==> src/rtl/updown_counter.sv <==
// rtl/updown_counter.sv - parametrised up/down counter with prescaler, load/clear and terminal-count pulse
module updown_counter #(
    parameter int WIDTH     = 8,
    parameter int MAX_COUNT = 2**WIDTH - 1,
    parameter int SATURATE  = 0,
    parameter int PRESCALE  = 1
) (
    input  logic             clk,
    input  logic             reset,
    input  logic             enable,
    input  logic             up,
    input  logic             load,
    input  logic [WIDTH-1:0] load_value,
    input  logic             clear,
    output logic [WIDTH-1:0] out,
    output logic             tc
);

    localparam int               PRE_W    = (PRESCALE > 1) ? $clog2(PRESCALE) : 1;
    localparam logic [PRE_W-1:0] PRE_LAST = PRE_W'(PRESCALE - 1);
    localparam logic [WIDTH-1:0] MAX_V    = WIDTH'(MAX_COUNT);

    logic [WIDTH-1:0] out_q, out_d;
    logic [PRE_W-1:0] pre_q, pre_d;
    logic             tc_q, tc_d;
    logic [WIDTH-1:0] load_clamped;

    // A full-range counter cannot receive an out-of-range load, so no comparator is built
    generate
        if (MAX_COUNT == 2**WIDTH - 1) begin : g_no_clamp
            assign load_clamped = load_value;
        end else begin : g_clamp
            assign load_clamped = (load_value > MAX_V) ? MAX_V : load_value;
        end
    endgenerate

    always_comb begin
        out_d = out_q;
        pre_d = pre_q;
        tc_d  = 1'b0;
        if (clear) begin
            out_d = '0;
            pre_d = '0;
        end else if (load) begin
            out_d = load_clamped;
            pre_d = '0;
        end else if (enable) begin
            if (pre_q != PRE_LAST) begin
                pre_d = pre_q + 1'b1;
            end else begin
                pre_d = '0;
                if (up) begin
                    if (out_q == MAX_V) begin
                        tc_d  = 1'b1;
                        out_d = (SATURATE != 0) ? MAX_V : '0;
                    end else begin
                        out_d = out_q + 1'b1;
                    end
                end else begin
                    if (out_q == '0) begin
                        tc_d  = 1'b1;
                        out_d = (SATURATE != 0) ? '0 : MAX_V;
                    end else begin
                        out_d = out_q - 1'b1;
                    end
                end
            end
        end
    end

    always_ff @(posedge clk or negedge reset) begin
        if (!reset) begin
            out_q <= '0;
            pre_q <= '0;
            tc_q  <= 1'b0;
        end else begin
            out_q <= out_d;
            pre_q <= pre_d;
            tc_q  <= tc_d;
        end
    end

    assign out = out_q;
    assign tc  = tc_q;

endmodule

==> config.mk <==
export PLATFORM = sky130hd
export DESIGN_NAME = updown_counter
export DESIGN_NICKNAME = d
export VERILOG_FILES = /design/src/rtl/updown_counter.sv
export SDC_FILE = /design/constraint.sdc
export NUM_CORES = 1
export LEC_CHECK = 0
export CAP_MARGIN = 25
export CORE_MARGIN = 4
export CORE_UTILIZATION = 52
export DETAILED_ROUTE_END_ITERATION = 6
export PLACE_DENSITY_LB_ADDON = 0.1
export RECOVER_POWER = 50
export SKIP_LAST_GASP = 1
export SLEW_MARGIN = 30
export SYNTH_ARGS = -nofsm -noshare
export SYNTH_HDL_FRONTEND = slang
export SYNTH_SLANG_ARGS = --single-unit
==> constraint.sdc <==
create_clock -name clk -period 2.7 [get_ports clk]
set_input_delay 0.675 -clock clk [delete_from_list [all_inputs] [get_ports clk]]
set_output_delay 0.675 -clock clk [all_outputs]
set_load 0.005 [all_outputs]
Run 1, met1 routing:
Supply wires on this layer in gray.
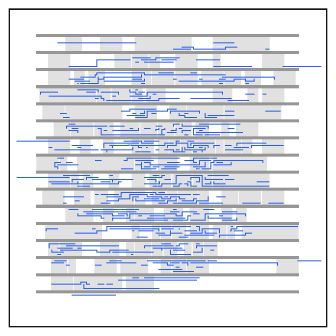
longest straight run = 13.8 µm
main direction = horizontal
nets with wire on the layer = 124
wire length on this layer = 986 µm

Run 1, placement by cell class:
Scale bar: 20 µm.
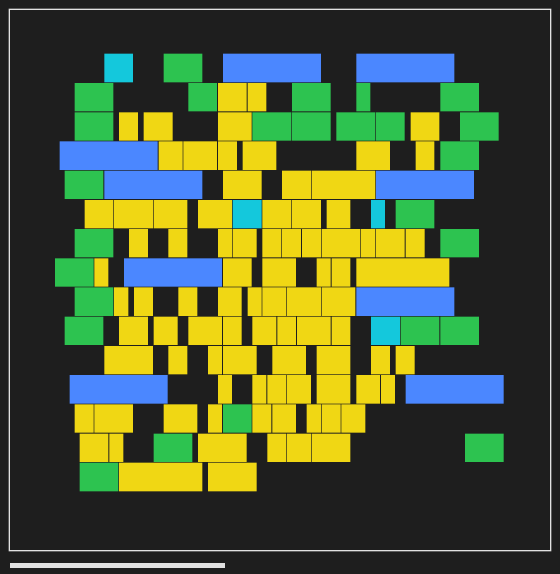
remaining logic cells -> yellow  # cells 87, share of their area 55%
remaining buffers and delay cells -> green  # cells 26, share of their area 22%
sequential cells -> blue  # cells 9, share of their area 20%
clock drivers and dummy loads -> cyan  # cells 4, share of their area 2.4%

Run 1, clock network drawn from the DEF:
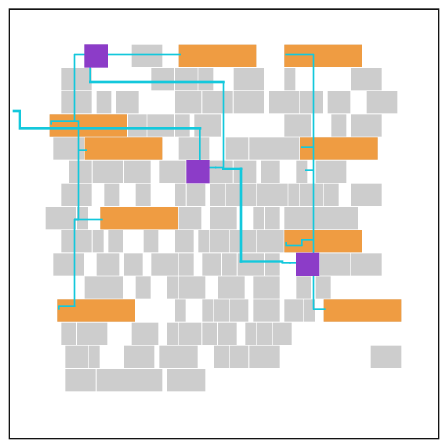
clock-net drivers -> purple  # count 3
clock wires -> cyan  # length 174 µm
flip-flops -> orange  # count 9
routed clock nets = 4

==> ci_impl_report.md, run 1 <==
### Yosys + OpenROAD results

| Metric | Value |
|---|---|
| Run status | `finished clean` |
| Synth Instances | `108` |
| Layout Skew | `0.000957 ns` |
| Internal | `roughly 0.00028 W` |
| Layout Area Growth over Synthesis | `23.1%` |
| Flop pwr share | `about two fifths` |
| Register area share after synthesis | `around a quarter` |
| Slew Viols, Final | `0` |
| Simple-Gate Area Share | `26.2%` |
| Sw Pwr | `around 0.00015 W` |
| Worst path depth | `1` |
| Post-CTS setup buffer count | `0` |
| Post-synthesis average cell area | `about 8.6 µm²` |
| Largest logic family | `AND-OR/OR-AND gates` |
| Synthesis Warnings | `0` |
| Hold_sp | `out[0]` |
| Mean number of vias per cell | `slightly above 6` |
| P_seq | `around 0.00018 W` |
| Fp util | `between 50% and 60%` |
| CTS tree | `done` |
| Most used routing layer | `met2` |
| Pin count of the biggest net entering global routing | `17` |
| R2r setup slk | `0.88 ns` |
| Overall Global Routing Usage | `21.0%` |
| Initial antenna violation count | `0` |
| CP top delay family | `flip-flops` |
| Port buffer count | `22` |
| RR Startpoint | `out[0]` |
| Core area | `roughly 1700 µm²` |
| Layout fillers | `roughly 150` |
| Reg2reg end | `out[2]` |
| CTS Sinks | `9` |
| Critical Path AT | `~1.5 ns` |
| Met1 usage | `25.9%` |
| Least-Margin Pin Slew | `approximately 0.50 ns` |
| HP Class | `flop to flop` |
| # IOs | `23` |
| Gate Area | `~600 µm²` |
| Yosys xor share | `4.71%` |
| Cell depth of the worst flop-to-flop path | `6` |
run 1: final cells by class:
cell class / instances / area share (%)
clock buffers: 4 / 2.30
well taps: 25 / 2.73
flip-flops and latches: 9 / 19.7
multi-input cells: 84 / 52.8
inverters: 3 / 0.984
repair buffers: 26 / 21.5
run 1: Yosys cell counts (4+ instances only):
cell type	instances	area share (%)
a21oi_1	9	4.8
buf_2	4	2.2
buf_6	4	4.8
dfrtp_1	9	24
nand2_1	6	2.4
nand3_1	4	2.2
nor2_1	4	1.6
nor3_1	4	2.2
nor3b_1	4	3.2
o21ai_0	6	3.2
xnor2_1	4	3.8
run 1: through the flow:
step                setup WS (ns)  hold WS (ns)  std cells  total power, W  instance area (µm²)
floorplan                   0.949         0.379        108        0.000274                  930
global placement            0.462         0.625        147        0.000327                 1120
detailed placement          0.437         0.629        147        0.000329                 1120
CTS                         0.484         0.647        151        0.000444                 1150
global route                0.430         0.696        151        0.000468                 1140
finish                      0.495         0.642        151        0.000438                 1140
run 1: sequential cells by signal (all words and copies together), names as in the netlist:
name  count
tc        1
out       8
run 1: cells in the final DEF (no fill, tap or decap), types with 2 or more instances in the layout:
cell / n
dfrtp_1: 9
inv_1: 3
o31ai_1: 2
clkbuf_1: 2
dlygate4sd3_1: 3
nand3_1: 4
and3_1: 3
a211oi_1: 2
clkdlybuf4s50_1: 19
buf_4: 3
o2bb2ai_1: 3
o21ai_0: 6
xnor2_1: 4
a21oi_1: 9
ha_1: 3
o22ai_1: 3
mux2i_1: 2
clkbuf_4: 3
a221oi_1: 2
nand2_1: 6
nor3b_1: 4
nor3_1: 4
nor2_1: 4
==> run 2: changes to the inputs <==
--- a/config.mk
+++ b/config.mk
@@ -7,7 +7,7 @@
 export LEC_CHECK = 0
 export CAP_MARGIN = 25
 export CORE_MARGIN = 4
-export CORE_UTILIZATION = 52
+export CORE_UTILIZATION = 44
 export DETAILED_ROUTE_END_ITERATION = 6
 export PLACE_DENSITY_LB_ADDON = 0.1
 export RECOVER_POWER = 50
==> constraint.sdc (replaced) <==
create_clock -name clk -period 2 [get_ports clk]
set_input_delay 0.5 -clock clk [delete_from_list [all_inputs] [get_ports clk]]
set_output_delay 0.5 -clock clk [all_outputs]
set_load 0.005 [all_outputs]
Run 2, cells by drive strength:
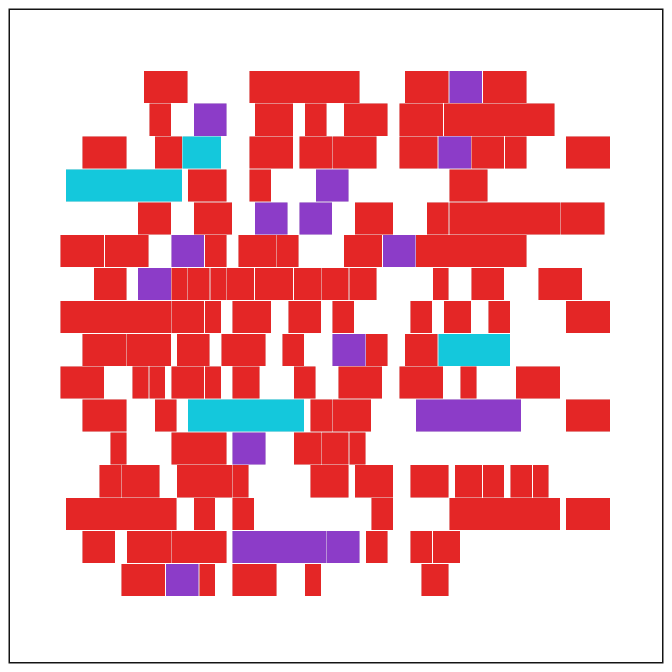
x1 and smaller -> red  # cells 113, share 86%, most used clkdlybuf4s50_1
x3 and x4 -> purple  # cells 15, share 11%, most used buf_4
x2 -> cyan  # cells 4, share 3.0%, most used dfrtp_2

==> run 2 against run 1 <==
- sequential power grew 31%
- global-route usage shrank 0.62 points
- highest routed layer unchanged
- combinational power grew 47%
- via count grew 1.3%
- utilization shrank 6.6 points
- worst setup slack lost 0.39 ns
- die area grew 15%
- area after synthesis is the same
==> ci_impl_report.md, run 2 <==
### Yosys + OpenROAD results

| Metric | Value |
|---|---|
| First-pass iteration count of the detailed router | `4` |
| Layout Area Growth over Synthesis | `28.9%` |
| Yosys top cell area share | `24.2% (unchanged)` |
| CP top delay family | `buffers and inverters` |
| DR WL/cell | `between 15 and 20 µm` |
| Port buffer count | `22 (unchanged)` |
| Final Non-Filler Cells | `159 (+5.3%)` |
| Yosys top cell by area | `dfrtp_1` |
| Final HPWL DP | `between 1.5 and 2 mm` |
| Met3 wire len | `approximately 160 µm` |
| Share of cells above drive strength 1 | `about 14%` |
| Final Net Count | `150` |
| Register area | `228 µm²` |
| HP Class | `input port to async pin` |
| Die height | `between 50 and 60 µm` |
| Ys cells | `108` |
| Drt total wl | `2.51 mm` |
| Pin count of the biggest net entering global routing | `17 (unchanged)` |
| Hold_ws | `0.613 ns (-0.0290 ns)` |
| Placed cell area | `1170 µm² (+4.2%)` |
| Distinct cell type count after synthesis | `46` |
| Slew Viols, Final | `0 (unchanged)` |
| Crit end category | `primary output` |
| Mean number of vias per cell | `5.93 (-3.8%)` |
| Synthesis Warnings | `0 (unchanged)` |
| # IOs | `23 (unchanged)` |
| Most used routing layer | `met2` |
| Register area share after synthesis | `24.2% (unchanged)` |
| Run status | `finished clean` |
| CTS Buffer Depth | `2` |
| Die Width | `between 50 and 60 µm` |
| Num CTS Buffers | `3` |
| CTS Sinks | `9 (unchanged)` |
| Layout fillers | `185 (+25%)` |
| Final Total Pwr | `0.000610 W (+39%)` |
| Post-synthesis average cell area | `8.61 µm² (unchanged)` |
| Layout Skew | `0.00771 ns (+0.00675 ns)` |
| CTS tree | `done` |
| Core area | `1980 µm² (+16%)` |
| Initial antenna violation count | `0 (unchanged)` |
| Critical Path AT | `1.39 ns (-0.14 ns)` |
| Least-Margin Pin Slew | `0.478 ns (-0.0260 ns)` |
| Routed Antenna Nets | `0` |
| Most common logic cells in the final layout | `clkdlybuf4s50_1, buf_4, a21oi_1, dfrtp_1` |
| Met1 usage | `27.6% (+1.7 points)` |
| Non-Filler Cell Area, Final | `1200 µm² (+4.7%)` |
| R2r setup slk | `0.18 ns (-0.70 ns)` |
| Synth Instances | `108 (unchanged)` |
| Commonest cells in the netlist | `a21oi_1, dfrtp_1, nand2_1, o21ai_0` |
| Max reg flops | `8 (unchanged)` |
| Most frequent logic cell in the layout | `clkdlybuf4s50_1` |
| Cell area leaders | `dfrtp_1, a21oi_1, buf_6` |
| Met2 Use GR | `between 30% and 40%` |
| Overall Global Routing Usage | `20.4% (-0.62 points)` |
| Async SR Flop Fraction | `100%` |
| Post-CTS setup buffer count | `0 (unchanged)` |
| Placed cells | `155 (+5.4%)` |
| Gate Area | `604 µm² (unchanged)` |
| Fp util | `46.9% (-7.5 points)` |
| Pleak | `~0.46 nW` |
| Max-cap viol count | `0` |
run 2: path summary, 6_finish.rpt:
check,from,end,depth (start not counted)
worst max-delay path,out[7],out[7],1
worst min-delay path,reset,out[6],1
worst max register to register,out[1],out[2],6
worst min register to register,out[0],out[0],3
max in group asynchronous,reset,out[4],1
min in group clk,out[0],out[0],3
run 2: repair_timing:
| action | in CTS | in global routing |
|---|---|---|
| setup endpoints to repair | 0 | 2 |
| hold buffers | 0 | 0 |
| resized | 0 | 2 |
run 2: logic make-up (layout without fill, tap and decap cells):
family / count (synthesis) / count (layout) / synth area share, %
AND/OR/NAND/NOR: 37 / 37 / 26.2
multiplexers: 2 / 2 / 2.15
buffers and inverters: 15 / 39 / 10.8
flip-flops: 9 / 9 / 24.2
adder cells (fa/ha/maj): 3 / 3 / 4.04
XOR/XNOR: 5 / 5 / 4.71
AND-OR/OR-AND: 37 / 37 / 27.9
run 2: report_power, final:
part,switching (W),total [W],internal [W]
sequential,0.0000351,0.000230,0.000195
clock,0.0000781,0.000155,0.0000773
combinational,0.000102,0.000225,0.000123
total,0.000215,0.000610,0.000395
run 2: stage by stage:
step           setup TNS, ns  worst slack [ns]
2_1_floorplan              0             0.424
4_1_cts                    0            0.0200
3_3_place_gp        -0.00631          -0.00631
6_report                   0             0.106
3_5_place_dp          -0.130            -0.105
5_1_grt                    0            0.0390
run 2: cell type report:
cell class                 count  share of cell area, %
clock buffer                   4                   2.19
inverter                       3                  0.939
multi-input combinational     84                   50.4
sequential                     9                   19.0
tap                           27                   2.82
timing repair buffer          32                   24.6
Power figures rest on the tool's default switching activity, not on a simulated workload.
